### config.mk
export PLATFORM = sky130hd
export DESIGN_NAME = id_hazard_scoreboard
export DESIGN_NICKNAME = d
export VERILOG_FILES = /design/src/rtl/id_hazard_scoreboard_pkg.sv /design/src/rtl/id_hazard_scoreboard_hazard_match.sv /design/src/rtl/id_hazard_scoreboard.sv
export SDC_FILE = /design/constraint.sdc
export NUM_CORES = 1
export LEC_CHECK = 0
export CAP_MARGIN = 20
export CORE_ASPECT_RATIO = 0.7
export CORE_MARGIN = 2
export CORE_UTILIZATION = 47
export CTS_CLUSTER_SIZE = 30
export DETAILED_ROUTE_END_ITERATION = 10
export GPL_ROUTABILITY_DRIVEN = 0
export PLACE_DENSITY = 0.76
export SYNTH_ARGS = -nofsm -noshare
export SYNTH_HDL_FRONTEND = slang
export SYNTH_SLANG_ARGS = --single-unit
### constraint.sdc
create_clock -name clk -period 3.9 [get_ports clk]
set_input_delay 1.17 -clock clk [delete_from_list [all_inputs] [get_ports clk]]
set_output_delay 1.17 -clock clk [all_outputs]
set_load 0.05 [all_outputs]
### src/rtl/id_hazard_scoreboard_pkg.sv
// rtl/id_hazard_scoreboard_pkg.sv - shared types and helpers for the ID-stage hazard scoreboard
package id_hazard_scoreboard_pkg;

  localparam int REG_ADDR_W = 5;

  typedef struct packed {
    logic                  v;
    logic [REG_ADDR_W-1:0] rd;
    logic                  ld;
  } sb_entry_t;

  // Select 0 means register file; k means entry k-1, so DEPTH+1 codes are needed.
  function automatic int fwd_sel_w(input int depth);
    return $clog2(depth + 1);
  endfunction

endpackage

### src/rtl/id_hazard_scoreboard_hazard_match.sv
// rtl/id_hazard_scoreboard_hazard_match.sv - one source operand against every in-flight destination
module hazard_match
  import id_hazard_scoreboard_pkg::*;
#(
  parameter int DEPTH     = 3,
  parameter bit RF_BYPASS = 1'b1
) (
  input  logic [DEPTH-1:0]                 entry_v,
  input  logic [DEPTH-1:0][REG_ADDR_W-1:0] entry_rd,
  input  logic                             id_valid,
  input  logic                             use_rs,
  input  logic [REG_ADDR_W-1:0]            rs,
  output logic [DEPTH-1:0]                 match,
  output logic [fwd_sel_w(DEPTH)-1:0]      youngest
);

  localparam int SEL_W = fwd_sel_w(DEPTH);

  // A write-through register file already supplies the oldest entry's value.
  always_comb begin
    for (int k = 0; k < DEPTH; k++) begin
      match[k] = use_rs & id_valid & entry_v[k] & (entry_rd[k] == rs);
      if (RF_BYPASS && (k == DEPTH - 1)) begin
        match[k] = 1'b0;
      end
    end
  end

  // Scan oldest to youngest so the youngest match is the last one written.
  always_comb begin
    youngest = '0;
    for (int k = DEPTH - 1; k >= 0; k--) begin
      if (match[k]) begin
        youngest = SEL_W'(k + 1);
      end
    end
  end

endmodule

### src/rtl/id_hazard_scoreboard.sv
// rtl/id_hazard_scoreboard.sv - RAW hazard detection, stall control and forwarding selects for ID
module id_hazard_scoreboard
  import id_hazard_scoreboard_pkg::*;
#(
  parameter int DEPTH     = 3,
  parameter bit FWD_EN    = 1'b1,
  parameter bit RF_BYPASS = 1'b1,
  parameter int CNT_W     = 16
) (
  input  logic                          clk,
  input  logic                          rst_n,
  input  logic                          id_valid,
  input  logic [REG_ADDR_W-1:0]         id_rs1,
  input  logic [REG_ADDR_W-1:0]         id_rs2,
  input  logic                          id_use_rs1,
  input  logic                          id_use_rs2,
  input  logic [REG_ADDR_W-1:0]         id_rd,
  input  logic                          id_reg_wr,
  input  logic                          id_is_load,
  input  logic                          id_flush,
  input  logic                          pipe_hold,
  output logic                          stall,
  output logic                          en_pc,
  output logic                          en_if_id,
  output logic                          id_ex_en,
  output logic                          bubble,
  output logic [fwd_sel_w(DEPTH)-1:0]   fwd_sel_rs1,
  output logic [fwd_sel_w(DEPTH)-1:0]   fwd_sel_rs2,
  output logic [CNT_W-1:0]              stall_cnt
);

  localparam int SEL_W = fwd_sel_w(DEPTH);

  sb_entry_t [DEPTH-1:0]            entries;
  logic [DEPTH-1:0]                 entry_v;
  logic [DEPTH-1:0][REG_ADDR_W-1:0] entry_rd;
  logic [DEPTH-1:0]                 match_rs1;
  logic [DEPTH-1:0]                 match_rs2;
  logic [SEL_W-1:0]                 young_rs1;
  logic [SEL_W-1:0]                 young_rs2;
  logic                             raw_hazard;
  logic                             push;
  sb_entry_t                        new_entry;
  logic                             unused_tail_ld;

  always_comb begin
    for (int k = 0; k < DEPTH; k++) begin
      entry_v[k]  = entries[k].v;
      entry_rd[k] = entries[k].rd;
    end
  end

  // The oldest entry's load flag is shifted out without ever being consulted.
  assign unused_tail_ld = entries[DEPTH-1].ld;

  hazard_match #(
    .DEPTH     (DEPTH),
    .RF_BYPASS (RF_BYPASS)
  ) u_match_rs1 (
    .entry_v  (entry_v),
    .entry_rd (entry_rd),
    .id_valid (id_valid),
    .use_rs   (id_use_rs1),
    .rs       (id_rs1),
    .match    (match_rs1),
    .youngest (young_rs1)
  );

  hazard_match #(
    .DEPTH     (DEPTH),
    .RF_BYPASS (RF_BYPASS)
  ) u_match_rs2 (
    .entry_v  (entry_v),
    .entry_rd (entry_rd),
    .id_valid (id_valid),
    .use_rs   (id_use_rs2),
    .rs       (id_rs2),
    .match    (match_rs2),
    .youngest (young_rs2)
  );

  // With forwarding, only a load directly ahead cannot be bypassed in time.
  always_comb begin
    if (FWD_EN) begin
      raw_hazard = entries[0].ld & (match_rs1[0] | match_rs2[0]);
    end else begin
      raw_hazard = |{match_rs1, match_rs2};
    end
  end

  assign stall       = raw_hazard & ~id_flush;
  assign en_pc       = ~stall & ~pipe_hold;
  assign en_if_id    = ~stall & ~pipe_hold;
  assign id_ex_en    = ~pipe_hold;
  assign bubble      = ~pipe_hold & (stall | id_flush | ~id_valid);
  assign fwd_sel_rs1 = (FWD_EN && !stall) ? young_rs1 : '0;
  assign fwd_sel_rs2 = (FWD_EN && !stall) ? young_rs2 : '0;

  assign push = id_valid & ~stall & ~id_flush;

  // x0 is never recorded as a destination, so it can never match.
  always_comb begin
    new_entry = '0;
    if (push) begin
      new_entry.v  = id_reg_wr & (id_rd != '0);
      new_entry.rd = id_rd;
      new_entry.ld = id_is_load;
    end
  end

  always_ff @(posedge clk or negedge rst_n) begin
    if (!rst_n) begin
      entries <= '0;
    end else if (!pipe_hold) begin
      entries[0] <= new_entry;
      for (int k = 1; k < DEPTH; k++) begin
        entries[k] <= entries[k-1];
      end
    end
  end

  always_ff @(posedge clk or negedge rst_n) begin
    if (!rst_n) begin
      stall_cnt <= '0;
    end else if (stall && !pipe_hold && (stall_cnt != '1)) begin
      stall_cnt <= stall_cnt + CNT_W'(1);
    end
  end

endmodule

run_1/met1.png
The bar under the picture is 20 µm long. Supply wires on this layer in grey.
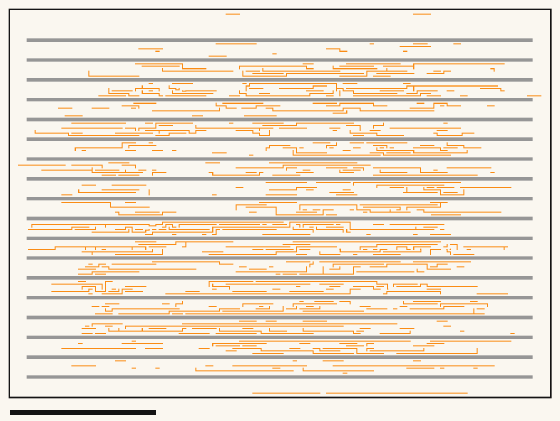
share of all routed wire: 47%
nets with wire on the layer: 228
wire length on this layer: 2160 µm
total via count in the routed design: 1487
final wirelength: 4570 µm

run_1/met2.png
The bar under the picture is 20 µm long.
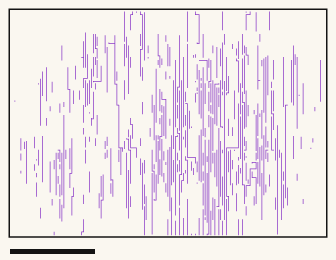
share of all routed wire: 44%
main direction: vertical

==> notes.md, run 1 <==
The following summarizes the physical implementation.

Setup path
STA classifies the critical path startpoint as an input pin. The worst setup path is captured at a register. The most prevalent standard cell on the critical path is sky130_fd_sc_hd__buf_4. Looking at the critical path, the highest net fanout was 3. The timing endpoint of the critical path is stall_cnt[13]$_DFFE_PN0P_. The worst reg2reg path endpoint is stall_cnt[13]$_DFFE_PN0P_.

The critical path contains buffers and inverters numbering 16 combined. The path length in cells of the critical path is 21. The setup slack of the worst register-to-register path is 690 ps. Listed in order, past its start point the critical path passes clkdlybuf4s50_1 -> and3_4 -> nand3_4 -> nand2_2 -> buf_4 -> buf_4 -> buf_4 -> buf_4 -> buf_4 -> buf_4 -> buf_4 -> buf_4 -> buf_4 -> buf_4 -> buf_4 -> buf_4 -> buf_4 -> buf_4 -> buf_4 -> nand4_1 -> xnor2_1. The peak per-stage delay on the critical path is 420 ps.

The origin of the critical flop-to-flop path is entries[4]$_DFFE_PN0N_. The standard cell with the maximum stage delay on the critical path is sky130_fd_sc_hd__clkdlybuf4s50_1. The required time at the worst endpoint is listed as 4090 ps. Per STA, the worst path accumulates the most delay in the family buffers and inverters. According to the timing report, the critical path is launched from id_use_rs2.

Finish
The data-path buffer share of cell area in the final layout is 29.4%. The clock-cell share of area is 3.92%. The dominant logic cell type in the layout is sky130_fd_sc_hd__buf_4. The repair_antennas step left the layout with diodes totalling 0.

The non-clock inverters instantiated in the layout total 4. The final layout contains 264 nets. The count of sequential standard cells is 29.

The number of fill cells is 175. The layout has 7 clock buffers. The register with the highest flop count is stall_cnt. In the final layout, the registers with the most flip-flops are stall_cnt (16), entries (13). The fraction of cell area in sequential cells is reported as 28.1%.

The number of flip-flops under the largest register name is 16. The layout report lists the multi-input gate area as 922 µm². 119 cells are multi-input combinational gates.

The fraction of final layout cells with drive strength greater than 1 is 29.6%.

Logic synthesis
Counting flops with a built-in enable in the synthesized netlist gives 0. The synthesized-area fraction occupied by and/or/nand/nor cells is 22.5%. For reference, the mux area share after synthesis is 4.87%. Looking at the gate-level netlist, the highest instance count belongs to sky130_fd_sc_hd__dfrtp_1. The sequential area share after synthesis is 44.8%. The number of library cell types mapped by synthesis is 31. Per the synthesis report, the XOR/XNOR share of the synthesized area is 18.9%. Before any placement, the netlist area is recorded as 0.00162 mm². The number of nets in the synthesized netlist is 181. Among the non-sequential cells, simple AND/OR/NAND/NOR gates take the most area.

The synthesis report lists the most area-consuming cells as sky130_fd_sc_hd__dfrtp_1, sky130_fd_sc_hd__xnor2_1, sky130_fd_sc_hd__mux2_2. Once synthesis finished, the tally of register bits stood at 29. The share of synthesized cell area in and-or and or-and compound cells is 5.56%. In the synthesized netlist the async set-or-reset flop fraction comes to 100%. In the synthesized netlist, the cells that appear most often are sky130_fd_sc_hd__dfrtp_1, sky130_fd_sc_hd__xnor2_1, sky130_fd_sc_hd__nand2_1, sky130_fd_sc_hd__nand4_1, sky130_fd_sc_hd__nor2_1. After Yosys synthesis, full adders, half adders and majority gates account for 0.773% of the synthesized area. After synthesis, the largest area contributor takes up 44.8% of total cell area. According to the Yosys statistics, the synthesized design has a chip area of 0.00162 mm². The number of synthesis warnings is 0.

Drt
The routed design uses 1990 µm of met2 wire. The top routing layer in use is met4. The number of optimization iterations in the first detailed-route pass is 4. After detailed routing, the met3 layer carries 336 µm of wire. In this run the remaining antenna-violating nets after routing total 0. Per the log, the first TritonRoute iteration ended with a DRC count of 129.

The DRC violations left is 0.

Placed design
The detailed-placement wirelength estimate is 3050 µm. Logged for this run, the post-placement worst setup slack is -151 ps. The number of placed instances, taps included, is 265.

The tally of buffers added on design ports is 48.

Clock network
The clock root buffer master is sky130_fd_sc_hd__clkbuf_8. Post-CTS repair changed the size of 15 cells. Counting the buffers created by CTS gives 5. The clock net sink count is 29. The insertion delay to the later sink of the worst-skew pair is 270 ps. The H-tree generated during clock tree synthesis spans 2 levels.

Pwr
The group drawing the most power is sequential cells. The flow reports power dissipated in the clock network as 268 µW. The internal power of the cells totals 525 µW. The maximum vdd ir drop is 0.235 mV.

The switching component of the power was reported as 176 µW. The final power report lists total power as 702 µW. The reported combinational group power is 110 µW. The power density of the placed cells is 272 mW/mm².

For this design the static power due to leakage is 0.00115 µW.

Outcome
The flow ran to the end, and the final reports show no timing, DRC or antenna violations.

STA
Looking at the max-slew report, the worst-margin pin has a slew of 814 ps. The final max-slew violation count recorded for this run is 0. The fmax is 261 MHz. The worst slew slack as a fraction of its limit is 45.0%. The minimum period implied by the final worst setup slack is 3830 ps. The period utilization is 98.2%. Setup slack closes at 71.4 ps. The number of setup violations in the final report is 0.

Global route
In the global route stage, met1 resource usage came out at 37.4%. Entering global routing, the biggest net connects 30 pins. Per the GRT log, the top usage layer is met2. The wire length of the first global-routing pass is 7660 µm. The number of global-route vias before repair is 1501. Summed over all layers, the global routing overflow is 0.

Die
The area of the core is 0.00321 mm². According to the floorplan report, the die height is 53.1 µm. The number of placement rows is 17. The tapcell count is 47. In this run the horizontal extent of the chip is 74.2 µm. The floorplan step defined a die boundary enclosing 0.00394 mm². The top-level I/O count is 49.

Job
The max capacitance violation total is 0.

Min path
The endpoint with the worst hold slack is stall_cnt[10]$_DFFE_PN0P_.
run_1/met3.png
Cells faint in the background.
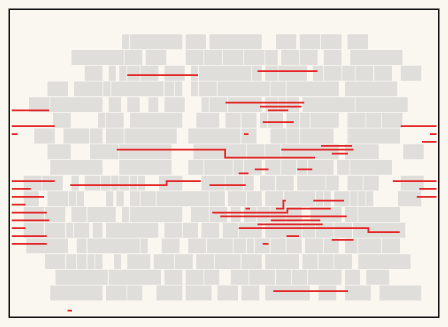
longest straight run: 22.3 µm
nets with wire on the layer: 42
main direction: horizontal
wire length on this layer: 337 µm
GR met3 Demand/Resource: 8.19%

## Run 2: what changed since run 1
--- a/config.mk
+++ b/config.mk
@@ -12,6 +12,7 @@
 export CTS_CLUSTER_SIZE = 30
 export DETAILED_ROUTE_END_ITERATION = 10
 export GPL_ROUTABILITY_DRIVEN = 0
+export HOLD_SLACK_MARGIN = 0.1
 export PLACE_DENSITY = 0.76
 export SYNTH_ARGS = -nofsm -noshare
 export SYNTH_HDL_FRONTEND = slang
run_2/met3.png
Cells faint in the background.
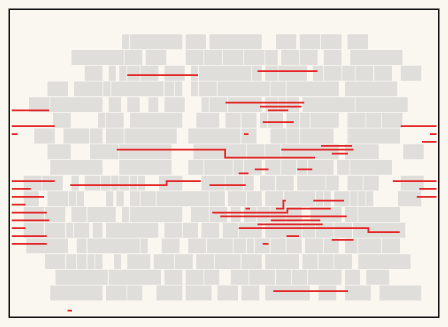
wire length on this layer: 337 µm
share of all routed wire: 7.4%
longest straight run: 22.3 µm
main direction: horizontal

run_2/met1.png
The bar under the picture is 20 µm long. Supply wires on this layer in grey.
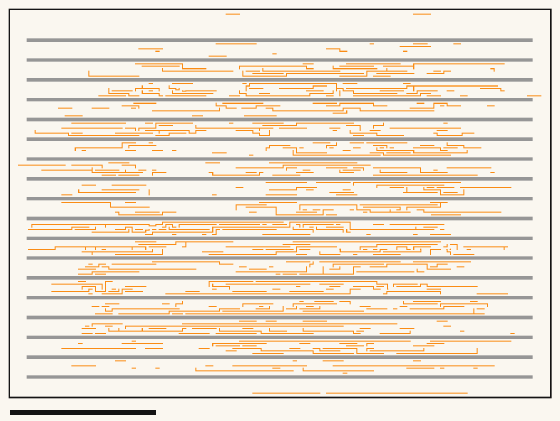
met1 track demand over resource: 37.4%

==> run 2 against run 1 <==
Net effect:
- area after synthesis unchanged
- global-route usage unchanged
- fmax unchanged
- hold slack unchanged
- cell count unchanged
- largest cell class unchanged
- clock skew unchanged
- combinational power about the same
- design area unchanged
- routed wire length unchanged
- die area unchanged
- register-to-register slack about the same
==> notes.md, run 2 <==
The following summarizes the physical implementation.

Setup path
The critical path buffer and inverter count was 16 (unchanged). The launching element type of the critical path is an input pin. OpenSTA lists the critical path endpoint as stall_cnt[13]$_DFFE_PN0P_. For reference, the critical path is launched at id_use_rs2. The required arrival time at the worst endpoint is 4090 ps (about the same).

The peak per-stage delay on the critical path came to 420 ps (about the same). The endpoint class of the critical path is a register. Counting stages on the worst path, the most repeated cell is sky130_fd_sc_hd__buf_4. The path length in cells of the critical path was 21 (unchanged). The standard cell with the maximum stage delay on the critical path is sky130_fd_sc_hd__clkdlybuf4s50_1.

The setup slack of the worst register-to-register path was 690 ps (about the same). Traced cell by cell, the critical path runs through clkdlybuf4s50_1 -> and3_4 -> nand3_4 -> nand2_2 -> buf_4 -> buf_4 -> buf_4 -> buf_4 -> buf_4 -> buf_4 -> buf_4 -> buf_4 -> buf_4 -> buf_4 -> buf_4 -> buf_4 -> buf_4 -> buf_4 -> buf_4 -> nand4_1 -> xnor2_1. The dominant delay contributor by cell family on the critical path is buffers and inverters. The origin of the critical flop-to-flop path is entries[4]$_DFFE_PN0N_. The worst reg2reg path endpoint is stall_cnt[13]$_DFFE_PN0P_. The maximum fanout encountered on the critical timing path is 3 (unchanged).

Logic synthesis
The xor/xnor cell area share of the yosys netlist is 18.9% (unchanged). The share of synthesized cell area in and-or and or-and compound cells is 5.56% (unchanged). The post-synth net total was 181 (unchanged). Grouping non-sequential cells by family puts the most area in simple AND/OR/NAND/NOR gates. The number of synthesized flops with an enable pin is 0 (unchanged).

The multiplexer fraction of the synthesized cell area is 4.87% (unchanged). The flop and latch count out of synthesis came to 29 (unchanged). The commonest cells after synthesis are sky130_fd_sc_hd__dfrtp_1, sky130_fd_sc_hd__xnor2_1, sky130_fd_sc_hd__nand2_1, sky130_fd_sc_hd__nand4_1, sky130_fd_sc_hd__nor2_1. The fraction of registers with async set or reset after synthesis was 100% (unchanged). The post-synthesis chip area from yosys is 0.00162 mm² (unchanged). The post-synthesis instance area is 0.00162 mm² (unchanged). The number of synthesis warnings is 0 (unchanged). The prevailing post-synth register cell is sky130_fd_sc_hd__dfrtp_1. The synthesized-area fraction occupied by and/or/nand/nor cells is 22.5% (unchanged). The most common cell in the netlist is sky130_fd_sc_hd__dfrtp_1.

The area share of the leading cell type in the synthesized netlist is 44.8% (unchanged). The area fraction in full adders, half adders and majority gates is 0.773% (unchanged). The number of library cell types mapped by synthesis is 31 (unchanged). The number of instances in the synthesized netlist is 156. After synthesis, the cell types taking the most area are sky130_fd_sc_hd__dfrtp_1, sky130_fd_sc_hd__xnor2_1, sky130_fd_sc_hd__mux2_2.

Pwr
The power density of the placed cells was 272 mW/mm² (unchanged). The group that draws the most power in this run is sequential cells. The internal cell power was 525 µW (unchanged). The leakage power was 0.00115 µW (unchanged).

The maximum vdd ir drop came to 0.235 mV (unchanged). The reported combinational group power came to 110 µW (about the same). The clock group total power is 268 µW (about the same).

The overall power consumption came to 702 µW (unchanged). The switching power is 176 µW (unchanged).

Global route
The total grt overflow is 0 (unchanged). The wire length of the first global-routing pass is 7660 µm (unchanged). The met3 track demand over resource is 8.19% (unchanged). The most crowded layer after global routing is met2.

The number of global-route vias before repair is 1501 (unchanged). The maximum number of pins on one net before global-route repair was 30 (unchanged).

Clock network
The post-CTS resize count is 15 (unchanged). The insertion delay to the later sink of the worst-skew pair is 270 ps (about the same). The maximum level of the CTS H-tree is 2 (unchanged). The clock edge transition at the registers on the reported setup and hold paths is 60 ps. The clock net sink count is 29 (unchanged). Buffers inserted to repair hold after CTS numbered 0. CTS placed an instance of sky130_fd_sc_hd__clkbuf_8 at the clock tree root.

Drt
The wire length on met3 is 336 µm (unchanged). The number of optimization iterations in the first detailed-route pass is 4 (unchanged). The tally of nets with antenna violations remaining after routing was 0 (unchanged). The DRC violations left came to 0 (unchanged). The top routing layer in use is met4.

The first-iteration detailed-routing DRC count is 129 (unchanged). In the routed layout, each cell is associated on average with a via count of 5.18. The met2 layer wire length in the routed design is 1990 µm (unchanged). The number of vias after detailed routing came to 1487 (unchanged). The total wire length after detailed routing is 4570 µm (unchanged).

Finish
The number of flip-flops under the largest register name is 16 (unchanged). The share of the final layout cell area in sequential cells is 28.1% (unchanged). The fraction of final layout cells with drive strength greater than 1 is 29.6% (unchanged). The net count reported at finish was 264 (unchanged). The logic area is 922 µm² (unchanged).

The dominant logic cell type in the layout is sky130_fd_sc_hd__buf_4. The clock-cell share of area is 3.92% (unchanged). The final-layout clock buffer total is 7 (unchanged). In the final layout, the registers with the most flip-flops are stall_cnt (16), entries (13). The number of fill cells is 175 (unchanged).

The layout overhead on the synthesized area is 59.5%. The data-path buffer share of cell area in the final layout came to 29.4% (unchanged). Ranked by flip-flop count, first place goes to stall_cnt.

The count of multi-input combinational gates was 119 (unchanged). The count of sequential standard cells is 29 (unchanged). The number of signal-net inverters in the final layout is 4 (unchanged).

The number of inserted diodes came to 0 (unchanged).

Outcome
The flow ran to the end, and the final reports show no timing, DRC or antenna violations.

STA
The max-slew violation total from the final report was 0 (unchanged). The transition time at the pin with the least slew margin is 814 ps (unchanged). The period utilization is 98.2% (unchanged). The number of setup violations in the final report is 0 (unchanged). The fmax is 261 MHz (unchanged). The worst slew slack as a fraction of its limit is 45.0% (unchanged).

The smallest setup slack after layout came to 71.4 ps (unchanged). The minimum period implied by the final worst setup slack is 3830 ps (unchanged).

Die
The number of placement rows is 17 (unchanged). The top-level I/O count is 49 (unchanged). The die span in y is 53.1 µm (unchanged). The area of the core is 0.00321 mm² (unchanged). The tapcell count was 47 (unchanged).

The horizontal die size is 74.2 µm (unchanged). The total die size came to 0.00394 mm² (unchanged).

Placed design
The setup slack at placement came to -151 ps (unchanged). The post-placement cell count is 265 (unchanged). The detailed-placement wirelength estimate came to 3050 µm (unchanged). The tally of buffers added on design ports is 48 (unchanged).

Min path
The path with the worst hold slack has its endpoint at stall_cnt[10]$_DFFE_PN0P_.

Job
The max capacitance violation total is 0 (unchanged).
run_2/met2.png
The bar under the picture is 20 µm long.
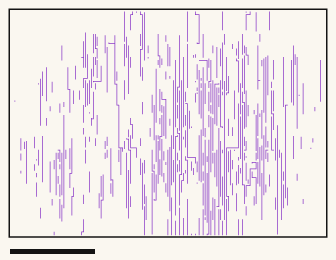
met2 GRT Util: 41.1%

run_2/final_congestion.png
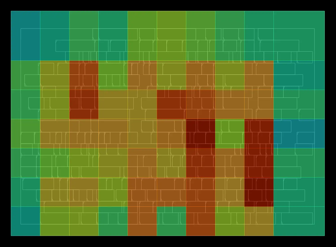

## Run 3: what changed since run 2
--- a/config.mk
+++ b/config.mk
@@ -9,11 +9,11 @@
 export CORE_ASPECT_RATIO = 0.7
 export CORE_MARGIN = 2
 export CORE_UTILIZATION = 47
-export CTS_CLUSTER_SIZE = 30
 export DETAILED_ROUTE_END_ITERATION = 10
 export GPL_ROUTABILITY_DRIVEN = 0
 export HOLD_SLACK_MARGIN = 0.1
 export PLACE_DENSITY = 0.76
+export SETUP_SLACK_MARGIN = 0.02
 export SYNTH_ARGS = -nofsm -noshare
 export SYNTH_HDL_FRONTEND = slang
 export SYNTH_SLANG_ARGS = --single-unit
run_3/final_congestion.png
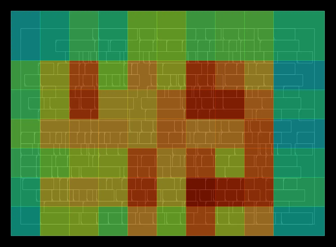
final standard cell utilization of the core: 80.1%
global route hottest layer: met2

run_3/met3.png
Cells faint in the background.
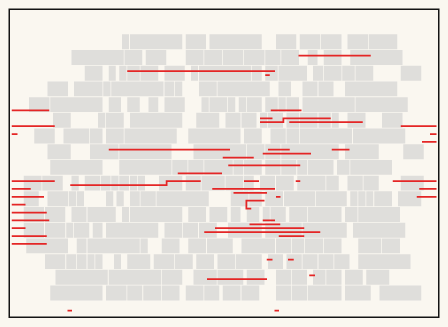
longest straight run: 25.3 µm
share of all routed wire: 6.6%
main direction: horizontal
nets with wire on the layer: 41

==> run 3 against run 2 <==
Net effect:
- combinational power about the same
- routed wire length up 4.3%
- total power is 0.86% higher
==> notes.md, run 3 <==
The following summarizes the physical implementation.

Outcome
The flow ran to the end, and the final reports show no timing, DRC or antenna violations.

Drt
The top routing layer in use is met4. The DRC violations left is 0 (unchanged). The met2 layer wire length in the routed design came to 2100 µm (+5.6%). The tally of nets with antenna violations remaining after routing is 0 (unchanged). The average vias per placed instance is 5.28 (+1.8%).

Global route
The wire length of the first global-routing pass came to 7860 µm (+2.6%). The met1 capacity usage during global routing is 37.3% (-0.12 points). The total grt overflow was 0 (unchanged).

The met3 track demand over resource came to 8.76% (+0.57 points). The maximum number of pins on one net before global-route repair came to 30 (unchanged).

Finish
The number of flip-flops under the largest register name is 16 (unchanged). The number of inserted diodes is 0 (unchanged). The layout overhead on the synthesized area is 59.0%.

The number of fill cells is 182 (+4.0%). The clock-cell share of area was 3.94% (+0.013 points). The share of the final layout cell area in sequential cells came to 28.2% (+0.096 points). The count of multi-input combinational gates is 119 (unchanged). The dominant logic cell type in the layout is sky130_fd_sc_hd__buf_4. Counting flops per register, the top entry is stall_cnt. The data-path buffer share of cell area in the final layout came to 29.2% (-0.24 points). The final-layout clock buffer total came to 7 (unchanged).

The largest registers in the layout are stall_cnt (16), entries (13). The number of signal-net inverters in the final layout is 4 (unchanged). The fraction of final layout cells with drive strength greater than 1 is 29.6% (unchanged).

Setup path
The endpoint class of the critical path is a register. The dominant delay contributor by cell family on the critical path is buffers and inverters. The timing endpoint of the critical path is stall_cnt[13]$_DFFE_PN0P_. The maximum fanout encountered on the critical timing path is 3 (unchanged). The most prevalent standard cell on the critical path is sky130_fd_sc_hd__buf_4. The critical path buffer and inverter count is 16 (unchanged). The origin of the worst setup path is id_rs2[2]. The launching element type of the critical path is an input pin.

Looking at the reg2reg group, the worst path starts from entries[4]$_DFFE_PN0N_. The peak per-stage delay on the critical path is 260 ps (-160 ps). Per STA, the worst path is made up of dlygate4sd2_1 -> xnor2_1 -> and3_4 -> nand3_4 -> nand2_1 -> buf_4 -> buf_4 -> buf_4 -> buf_4 -> buf_4 -> buf_4 -> buf_4 -> buf_4 -> buf_4 -> buf_4 -> buf_4 -> buf_4 -> buf_4 -> buf_4 -> buf_4 -> nand4_1 -> xnor2_1. The path length in cells of the critical path is 22 (+4.8%).

The standard cell with the maximum stage delay on the critical path is sky130_fd_sc_hd__dlygate4sd2_1.

Logic synthesis
The dominant combinational cell family by area after synthesis is simple AND/OR/NAND/NOR gates. The fraction of registers with async set or reset after synthesis is 100% (unchanged). Looking at the gate-level netlist, the highest instance count belongs to sky130_fd_sc_hd__dfrtp_1. The post-synth net total is 181 (unchanged). The post-synthesis instance area is 0.00162 mm² (unchanged).

The synthesized-area fraction occupied by and/or/nand/nor cells was 22.5% (unchanged). The number of instances in the synthesized netlist came to 156 (unchanged). The post-synthesis chip area from yosys is 0.00162 mm² (unchanged).

The xor/xnor cell area share of the yosys netlist is 18.9% (unchanged). The multiplexer fraction of the synthesized cell area is 4.87% (unchanged). Yosys reports that the most numerous cell types are sky130_fd_sc_hd__dfrtp_1, sky130_fd_sc_hd__xnor2_1, sky130_fd_sc_hd__nand2_1, sky130_fd_sc_hd__nand4_1, sky130_fd_sc_hd__nor2_1. The share of synthesized cell area in and-or and or-and compound cells is 5.56% (unchanged). The number of synthesized flops with an enable pin is 0 (unchanged). The area share of the leading cell type in the synthesized netlist came to 44.8% (unchanged). The main area contributors are sky130_fd_sc_hd__dfrtp_1, sky130_fd_sc_hd__xnor2_1, sky130_fd_sc_hd__mux2_2. The number of library cell types mapped by synthesis is 31 (unchanged).

The number of synthesis warnings was 0 (unchanged). The flop and latch count out of synthesis is 29 (unchanged).

Job
The max capacitance violation total is 0 (unchanged).

Pwr
The internal cell power was 525 µW (-0.16%). The maximum vdd ir drop is 0.238 mV (+1.3%). The power dissipated in sequential cells is 323 µW. The switching power is 183 µW (+3.9%). The sequential power share is 45.6%. The reported combinational group power is 109 µW (about the same). The leakage power is 0.00114 µW (-1.3%). The overall power consumption is 708 µW (+0.86%).

Die
The number of placement rows is 17 (unchanged). The horizontal die size is 74.2 µm (unchanged). The total die size is 0.00394 mm² (unchanged).

The area of the core is 0.00321 mm² (unchanged). The tapcell count came to 47 (unchanged). The top-level I/O count was 49 (unchanged). The die span in y came to 53.1 µm (unchanged).

Clock network
The clock root buffer master is sky130_fd_sc_hd__clkbuf_8. The post-cts hold buffer count is 0 (unchanged). The clock edge transition at the registers on the reported setup and hold paths is 60 ps (about the same).

The post-CTS resize count is 18 (+3). The maximum level of the CTS H-tree is 2 (unchanged).

STA
The fmax is 261 MHz (-0.25%). The minimum period implied by the final worst setup slack came to 3840 ps (+9.65 ps). The transition time at the pin with the least slew margin is 771 ps (-42.2 ps). The max-slew violation total from the final report came to 0 (unchanged). The period utilization is 98.4% (+0.25 points). The worst slew slack as a fraction of its limit is 47.8% (+2.9 points).

Placed design
The tally of buffers added on design ports is 48 (unchanged). The detailed-placement wirelength estimate is 3050 µm (unchanged). The setup slack at placement was -151 ps (unchanged).

Min path
The path with the worst hold slack has its endpoint at stall_cnt[6]$_DFFE_PN0P_.
run_3/met2.png
The bar under the picture is 20 µm long.
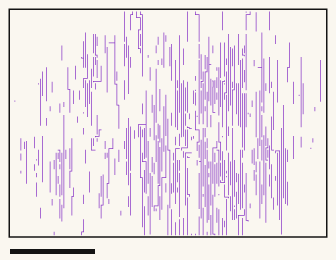
share of all routed wire: 44%
wire length on this layer: 2100 µm
nets with wire on the layer: 234
met2 GRT Util: 42.4%
final wirelength: 4770 µm
total via count in the routed design: 1514

Power figures rest on the tool's default switching activity, not on a simulated workload.
